===== src/rtl/mem_arb_pkg.sv =====
// Shared types and constants for the memory-port arbiter slice.
package mem_arb_pkg;

    typedef enum logic [1:0] {
        ST_IDLE    = 2'b00,
        ST_BUSY_IF = 2'b01,
        ST_BUSY_LS = 2'b10,
        ST_RESP    = 2'b11
    } arb_state_e;

    localparam logic [1:0] OWNER_IDLE = 2'b00;
    localparam logic [1:0] OWNER_IF   = 2'b01;
    localparam logic [1:0] OWNER_LS   = 2'b10;

    // Read data returned on any errored completion
    localparam int unsigned ERR_RDATA = 0;

    // Word accesses only: any set low address bit is an error
    function automatic logic addr_misaligned(input logic [1:0] lsb);
        return lsb != 2'b00;
    endfunction

endpackage


===== src/rtl/bus_watchdog.sv =====
// Saturating wait counter; expired flags that TIMEOUT stalled cycles elapsed.
module bus_watchdog #(
    parameter int unsigned TIMEOUT = 255
) (
    input  logic clk,
    input  logic reset,
    input  logic clear,
    input  logic enable,
    output logic expired
);

    localparam logic [15:0] LIMIT = 16'(TIMEOUT);

    logic [15:0] count_q;
    logic [15:0] count_d;

    // Next count: clear has priority, otherwise count up and stick at LIMIT
    always_comb begin
        count_d = count_q;
        if (clear) begin
            count_d = '0;
        end else if (enable && (count_q != LIMIT)) begin
            count_d = count_q + 16'd1;
        end
    end

    // Count register
    always_ff @(posedge clk or negedge reset) begin
        if (!reset) begin
            count_q <= '0;
        end else begin
            count_q <= count_d;
        end
    end

    assign expired = (count_q == LIMIT);

endmodule


===== src/rtl/mem_port_arbiter.sv =====
// Arbitrates the single memory/IO port between fetch and load/store,
// one transaction at a time, with watchdog abort and alignment check.
module mem_port_arbiter
    import mem_arb_pkg::*;
#(
    parameter int unsigned DW           = 32,
    parameter int unsigned AW           = 32,
    parameter int unsigned TIMEOUT      = 255,
    parameter int unsigned STARVE_LIMIT = 4
) (
    input  logic          clk,
    input  logic          reset,
    input  logic          if_req,
    input  logic [AW-1:0] if_addr,
    output logic          if_ack,
    output logic [DW-1:0] if_rdata,
    output logic          if_err,
    input  logic          ls_req,
    input  logic          ls_we,
    input  logic [AW-1:0] ls_addr,
    input  logic [DW-1:0] ls_wdata,
    output logic          ls_ack,
    output logic [DW-1:0] ls_rdata,
    output logic          ls_err,
    output logic          mem_req,
    output logic          mem_we,
    output logic [AW-1:0] mem_addr,
    output logic [DW-1:0] mem_wdata,
    input  logic [DW-1:0] mem_rdata,
    input  logic          mem_ready,
    output logic [1:0]    owner,
    output logic          stall
);

    localparam int unsigned SW = (STARVE_LIMIT < 1) ? 1 : $clog2(STARVE_LIMIT + 1);
    localparam logic [SW-1:0] STARVE_MAX = SW'(STARVE_LIMIT);
    localparam logic [DW-1:0] ERR_DATA   = DW'(ERR_RDATA);

    arb_state_e    state_q, state_d;
    logic          resp_ls_q, resp_ls_d;
    logic          err_q, err_d;
    logic          mem_req_q, mem_req_d;
    logic          mem_we_q, mem_we_d;
    logic [AW-1:0] mem_addr_q, mem_addr_d;
    logic [DW-1:0] mem_wdata_q, mem_wdata_d;
    logic [DW-1:0] if_rdata_q, if_rdata_d;
    logic [DW-1:0] ls_rdata_q, ls_rdata_d;
    logic [SW-1:0] starve_q, starve_d;

    logic          grant_ls;
    logic          grant_if;
    logic [AW-1:0] sel_addr;
    logic          busy;
    logic          wd_expired;

    assign busy = (state_q == ST_BUSY_IF) || (state_q == ST_BUSY_LS);

    bus_watchdog #(
        .TIMEOUT(TIMEOUT)
    ) u_watchdog (
        .clk    (clk),
        .reset  (reset),
        .clear  (!busy),
        .enable (busy && !mem_ready),
        .expired(wd_expired)
    );

    // Next-state, arbitration and transaction bookkeeping
    always_comb begin
        state_d     = state_q;
        resp_ls_d   = resp_ls_q;
        err_d       = err_q;
        mem_req_d   = mem_req_q;
        mem_we_d    = mem_we_q;
        mem_addr_d  = mem_addr_q;
        mem_wdata_d = mem_wdata_q;
        if_rdata_d  = if_rdata_q;
        ls_rdata_d  = ls_rdata_q;
        starve_d    = starve_q;
        grant_ls    = 1'b0;
        grant_if    = 1'b0;
        sel_addr    = '0;

        unique case (state_q)
            ST_IDLE: begin
                grant_ls = ls_req && (!if_req || (starve_q != STARVE_MAX));
                grant_if = if_req && !grant_ls;
                sel_addr = grant_ls ? ls_addr : if_addr;

                // Any cycle that is not "fetch waiting but ls won" resets the count
                if (if_req && grant_ls) begin
                    starve_d = (starve_q == STARVE_MAX) ? starve_q : starve_q + SW'(1);
                end else begin
                    starve_d = '0;
                end

                if (grant_ls || grant_if) begin
                    resp_ls_d = grant_ls;
                    if (addr_misaligned(sel_addr[1:0])) begin
                        err_d   = 1'b1;
                        state_d = ST_RESP;
                        if (grant_ls) begin
                            ls_rdata_d = ERR_DATA;
                        end else begin
                            if_rdata_d = ERR_DATA;
                        end
                    end else begin
                        mem_req_d   = 1'b1;
                        mem_we_d    = grant_ls && ls_we;
                        mem_addr_d  = sel_addr;
                        mem_wdata_d = grant_ls ? ls_wdata : '0;
                        state_d     = grant_ls ? ST_BUSY_LS : ST_BUSY_IF;
                    end
                end
            end

            ST_BUSY_IF, ST_BUSY_LS: begin
                if (mem_ready) begin
                    mem_req_d = 1'b0;
                    mem_we_d  = 1'b0;
                    err_d     = 1'b0;
                    state_d   = ST_RESP;
                    if (!mem_we_q) begin
                        if (resp_ls_q) begin
                            ls_rdata_d = mem_rdata;
                        end else begin
                            if_rdata_d = mem_rdata;
                        end
                    end
                end else if (wd_expired) begin
                    mem_req_d = 1'b0;
                    mem_we_d  = 1'b0;
                    err_d     = 1'b1;
                    state_d   = ST_RESP;
                    if (resp_ls_q) begin
                        ls_rdata_d = ERR_DATA;
                    end else begin
                        if_rdata_d = ERR_DATA;
                    end
                end
            end

            ST_RESP: begin
                state_d = ST_IDLE;
            end

            default: begin
                state_d = ST_IDLE;
            end
        endcase
    end

    // State and datapath registers
    always_ff @(posedge clk or negedge reset) begin
        if (!reset) begin
            state_q     <= ST_IDLE;
            resp_ls_q   <= 1'b0;
            err_q       <= 1'b0;
            mem_req_q   <= 1'b0;
            mem_we_q    <= 1'b0;
            mem_addr_q  <= '0;
            mem_wdata_q <= '0;
            if_rdata_q  <= '0;
            ls_rdata_q  <= '0;
            starve_q    <= '0;
        end else begin
            state_q     <= state_d;
            resp_ls_q   <= resp_ls_d;
            err_q       <= err_d;
            mem_req_q   <= mem_req_d;
            mem_we_q    <= mem_we_d;
            mem_addr_q  <= mem_addr_d;
            mem_wdata_q <= mem_wdata_d;
            if_rdata_q  <= if_rdata_d;
            ls_rdata_q  <= ls_rdata_d;
            starve_q    <= starve_d;
        end
    end

    // Owner follows the busy state; idle and response cycles report none
    always_comb begin
        owner = OWNER_IDLE;
        if (state_q == ST_BUSY_IF) begin
            owner = OWNER_IF;
        end else if (state_q == ST_BUSY_LS) begin
            owner = OWNER_LS;
        end
    end

    assign if_ack    = (state_q == ST_RESP) && !resp_ls_q;
    assign ls_ack    = (state_q == ST_RESP) && resp_ls_q;
    assign if_err    = if_ack && err_q;
    assign ls_err    = ls_ack && err_q;
    assign if_rdata  = if_rdata_q;
    assign ls_rdata  = ls_rdata_q;
    assign mem_req   = mem_req_q;
    assign mem_we    = mem_we_q;
    assign mem_addr  = mem_addr_q;
    assign mem_wdata = mem_wdata_q;
    assign stall     = (if_req && !if_ack) || (ls_req && !ls_ack);

endmodule


===== config.mk =====
export PLATFORM = sky130hd
export DESIGN_NAME = mem_port_arbiter
export DESIGN_NICKNAME = d
export VERILOG_FILES = /design/src/rtl/mem_arb_pkg.sv /design/src/rtl/bus_watchdog.sv /design/src/rtl/mem_port_arbiter.sv
export SDC_FILE = /design/constraint.sdc
export NUM_CORES = 1
export LEC_CHECK = 0
export CORE_UTILIZATION = 39
export CTS_CLUSTER_DIAMETER = 120
export DETAILED_ROUTE_END_ITERATION = 6
export PLACE_DENSITY_LB_ADDON = 0.1
export SYNTH_ARGS = -nofsm -noshare
export SYNTH_HDL_FRONTEND = slang
export SYNTH_SLANG_ARGS = --single-unit
export TNS_END_PERCENT = 5

===== constraint.sdc =====
create_clock -name clk -period 2.2 [get_ports clk]
set_input_delay 0.33 -clock clk [delete_from_list [all_inputs] [get_ports clk]]
set_output_delay 0.33 -clock clk [all_outputs]
set_load 0.01 [all_outputs]

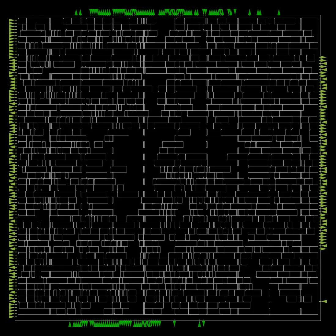
*Cell outlines without signal wires, run 1*
registers: 153
fraction of area in registers: 34.75%
row cnt: 48
final design utilization: 63.92%

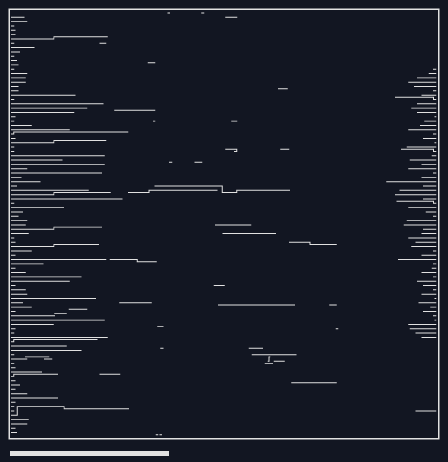
*Signal wires on met3, run 1*
Scale bar: 50 um.
main direction: horizontal
share of all routed wire: 7.9%
nets with wire on the layer: 180
longest straight run: 35.9 um
wire length on this layer: 1590 um
drt total wl: 20080 um
Vias: 5979

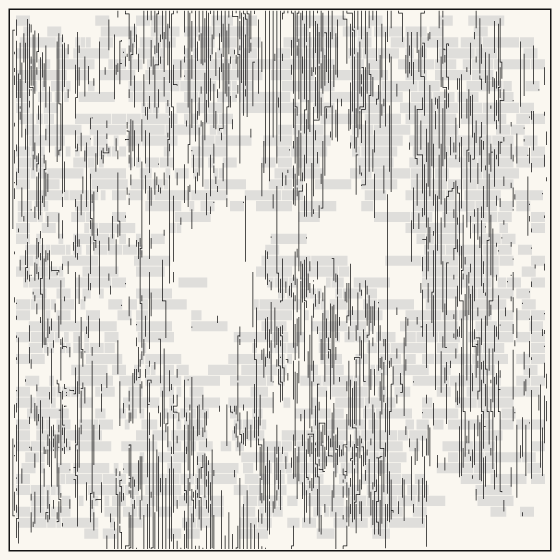
*Metal 2, run 1*
nets with wire on the layer: 933
wire length on this layer: 9560 um
main direction: vertical
longest straight run: 74.5 um
M2 GR Usage: 37.62%

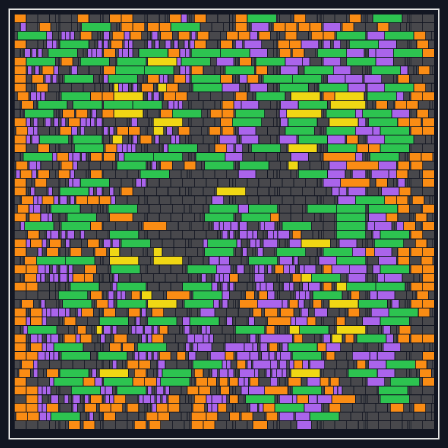
*Cells coloured by class, run 1*
Fill, decap, tap and diode cells in grey.
[remaining buffers and delay cells] orange | cells: 327 | share of their area: 31%
[registers] green | cells: 153 | share of their area: 36%
[remaining logic cells] purple | cells: 453 | share of their area: 28%
[clock drivers and dummy loads] yellow | cells: 32 | share of their area: 5.5%

==> run summary, run 1 <==
run results: Synth area leaders=dfrtp_1 56%, nand2_1 8.0%, mux2_4 6.6%, mux2_1 5.9%, and3_1 3.3%, Yosys warning count=0, Core ar.=approximately 0.017 mm^2, Area Growth Syn to Fin=60.78%, adder share=under 10%, Main logic family=simple AND/OR/NAND/NOR gates, largest net degree at the start of global routing=approximately 65, DRT Pass-1 Iters=4, CP Data Required Time=approximately 2500 ps, Final Skew=approximately 7.5 ps, ys flops=~150, placed insts=1150, fin cells=approximately 1200, vias in the first global route=just over 6000, wire length on met2=around 9600 um, CP Launch Type=flop, Worst slew margin=around 55%, first-pass GRT wire length=32040 um, synthesis area per yosys=around 0.0069 mm^2, Finish-stage setup viols=66, CTS root buffer=clkbuf_16, setup ws final=-225.6 ps, grt met1 use=~28%, number of enable flip-flop cells=0, ys flop type=dfrtp_1, Mux cell area share=a little over an eighth, area leader, netlist=dfrtp_1, status=finished, violations left, clock slew seen by the registers of the worst setup and hold paths=around 70 ps, failing checks=negative setup slack, IO Pins=about 270, Post-Syn Instances=~650, GRT Util Overall=22.92%, Critical Path Start=u_watchdog.count_q[14], Insertion Delay late pin=roughly 420 ps, Crit Path Max Fanout=32, worst slack, placed=-345.8 ps, Bufs on Longest Clock Path=2, ratio of cells with drive above 1 in the final layout=between 15 and 20%, DRC viols=0
## run 1: critical path: cells and delay by family (launching register included)
kind / cells / cell delay [ps]
compound gates: 2 / 720
simple gates: 2 / 640
flops: 1 / 370
mux: 1 / 330
buf+inv: 1 / 210
## run 1: cell type report
cell class	instances	area, um^2
fill	1342	6218
multi-input combinational	442	2985
clock buffer	18	429.2
clock inverter	14	158.9
timing repair buffer	327	3293
inverter	11	41.29
sequential	153	3829
tap	225	281.5
## run 1: power breakdown
| group | internal (mW) | switching [mW] | leakage, nW |
|---|---|---|---|
| Sequential | 3.75 | 0.546 | 1.99 |
| Clock | 1.70 | 1.24 | 0.283 |
| Combinational | 4.16 | 3.34 | 3.00 |
| Total | 9.61 | 5.12 | 5.27 |
### Wires at chosen ports, followed through buffers, run 1

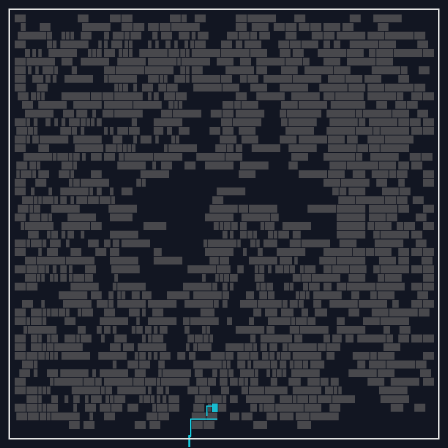

--- run 2 (diff from run 1) ---
Settings changed: CORE_UTILIZATION 39 to 40.
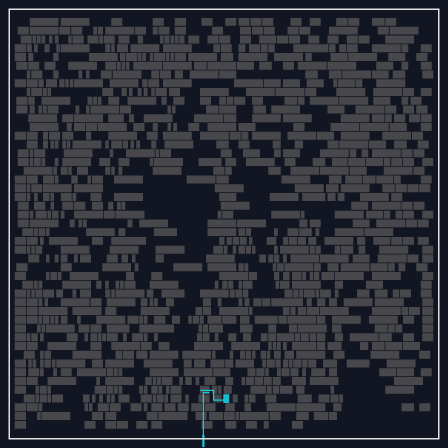
*Wires at chosen ports, followed through buffers, run 2*
[`stall`] cyan | direction: output | edge: south | end cells: 1 | buffers: 1 | wire: 26.0 um
IO Pins: 271
port bufs: 270

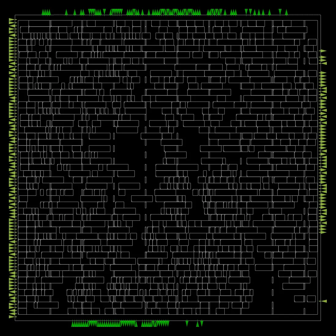
*Cell outlines without signal wires, run 2*
Tap Count: 220
row cnt: 47
fin cells: 1182
Filler cells: 1309
fraction of area in registers: 35.34%

==> run 2 against run 1 <==
Against the previous run:
- the flow still finishes with violations (negative setup slack)
- final cell count fell by 0.67%
- count of clock-buffer cells in the layout rose by 2
- register-to-register slack worse by 90 ps
- sequential share of layout area increased by 0.59 points
- flip-flop count did not move
- first-iteration DRC count increased by 16%
- sequential power is essentially flat
- non-clock buffer count decreased by 2
- critical path depth did not move
- critical path type unchanged
==> run summary, run 2 <==
run results: ys flop type=dfrtp_1 (unchanged), Finish-stage setup viols=68 (was 66), clock buffer count in the final layout=20 (was 18), Synth area leaders=dfrtp_1 56%, nand2_1 8.0%, mux2_4 6.6%, mux2_1 5.9%, and3_1 3.3% (unchanged), Seq. pwr=4.31 mW (was 4.30 mW), number of enable flip-flop cells=0 (unchanged), status=finished, violations left (unchanged), DRC viols=0 (unchanged), M2 GR Usage=39.06% (was 37.62%), Logic power comb=6.71 mW (was 7.50 mW), combinational fraction of design power=47.9% (was 50.9%), Post-Syn Instances=645 (unchanged), Comb gates=442 (unchanged), failing checks=negative setup slack (unchanged), sw frac=33.98% (was 34.77%), CP Data Required Time=2500 ps (was 2510 ps), Insertion Delay late pin=410 ps (was 420 ps), synthesis area per yosys=0.006853 mm^2 (unchanged), Crit path max-delay family=simple AND/OR/NAND/NOR gates (was AND-OR/OR-AND gates), ratio of cells with drive above 1 in the final layout=14.24% (was 17.62%), Seq pwr share=30.8% (was 29.2%), adder share=1.461% (unchanged), Critical path buffers and inverters=1 (unchanged), CP Launch Type=flop (unchanged), part of the power in the clock network=21.3% (was 19.9%), vias in the first global route=6091 (was 6192), DRT Pass-1 Iters=5 (was 4), Non-clk invs=11 (unchanged), wire length on met2=9623 um (was 9559 um), Crit Path Max Fanout=22 (was 32), Multi-input gate area=0.002874 mm^2 (was 0.002985 mm^2), setup ws final=-318.3 ps (was -225.6 ps), Mux cell area share=13.36% (unchanged), nonclk buf count=325 (was 327), area leader, netlist=dfrtp_1 (unchanged), largest net degree at the start of global routing=65 (unchanged), multi-input logic portion of the cell area=26.53% (was 27.10%)
-- run 2: cell types whose count changed in the layout (fill, tap and decap cells not counted), sizes merged --
cell,change
buf,-1
bufinv,+1
clkbuf,+1
clkdlybuf4s15,-1
clkdlybuf4s50,+1
clkinv,+1
clkinvlp,+2
dlygate4sd2,+1
dlymetal6s2s,-1
inv,-7
-- run 2: path summary, 6_finish.rpt --
path	to	cells after the start	slack (ps)	startpoint
worst min-delay path	state_q[0]	2	440	reset
max in group asynchronous	ls_rdata[20]	3	1130	reset
worst max register to register	ls_rdata[6]	6	-320	u_watchdog.count_q[10]
worst max-delay path	ls_rdata[6]	6	-320	u_watchdog.count_q[10]
worst min register to register	mem_wdata[27]	2	460	mem_wdata[27]
min in group clk	mem_wdata[11]	3	460	ls_wdata[11]
No activity file was given, so power comes from the tool's default toggle rates.
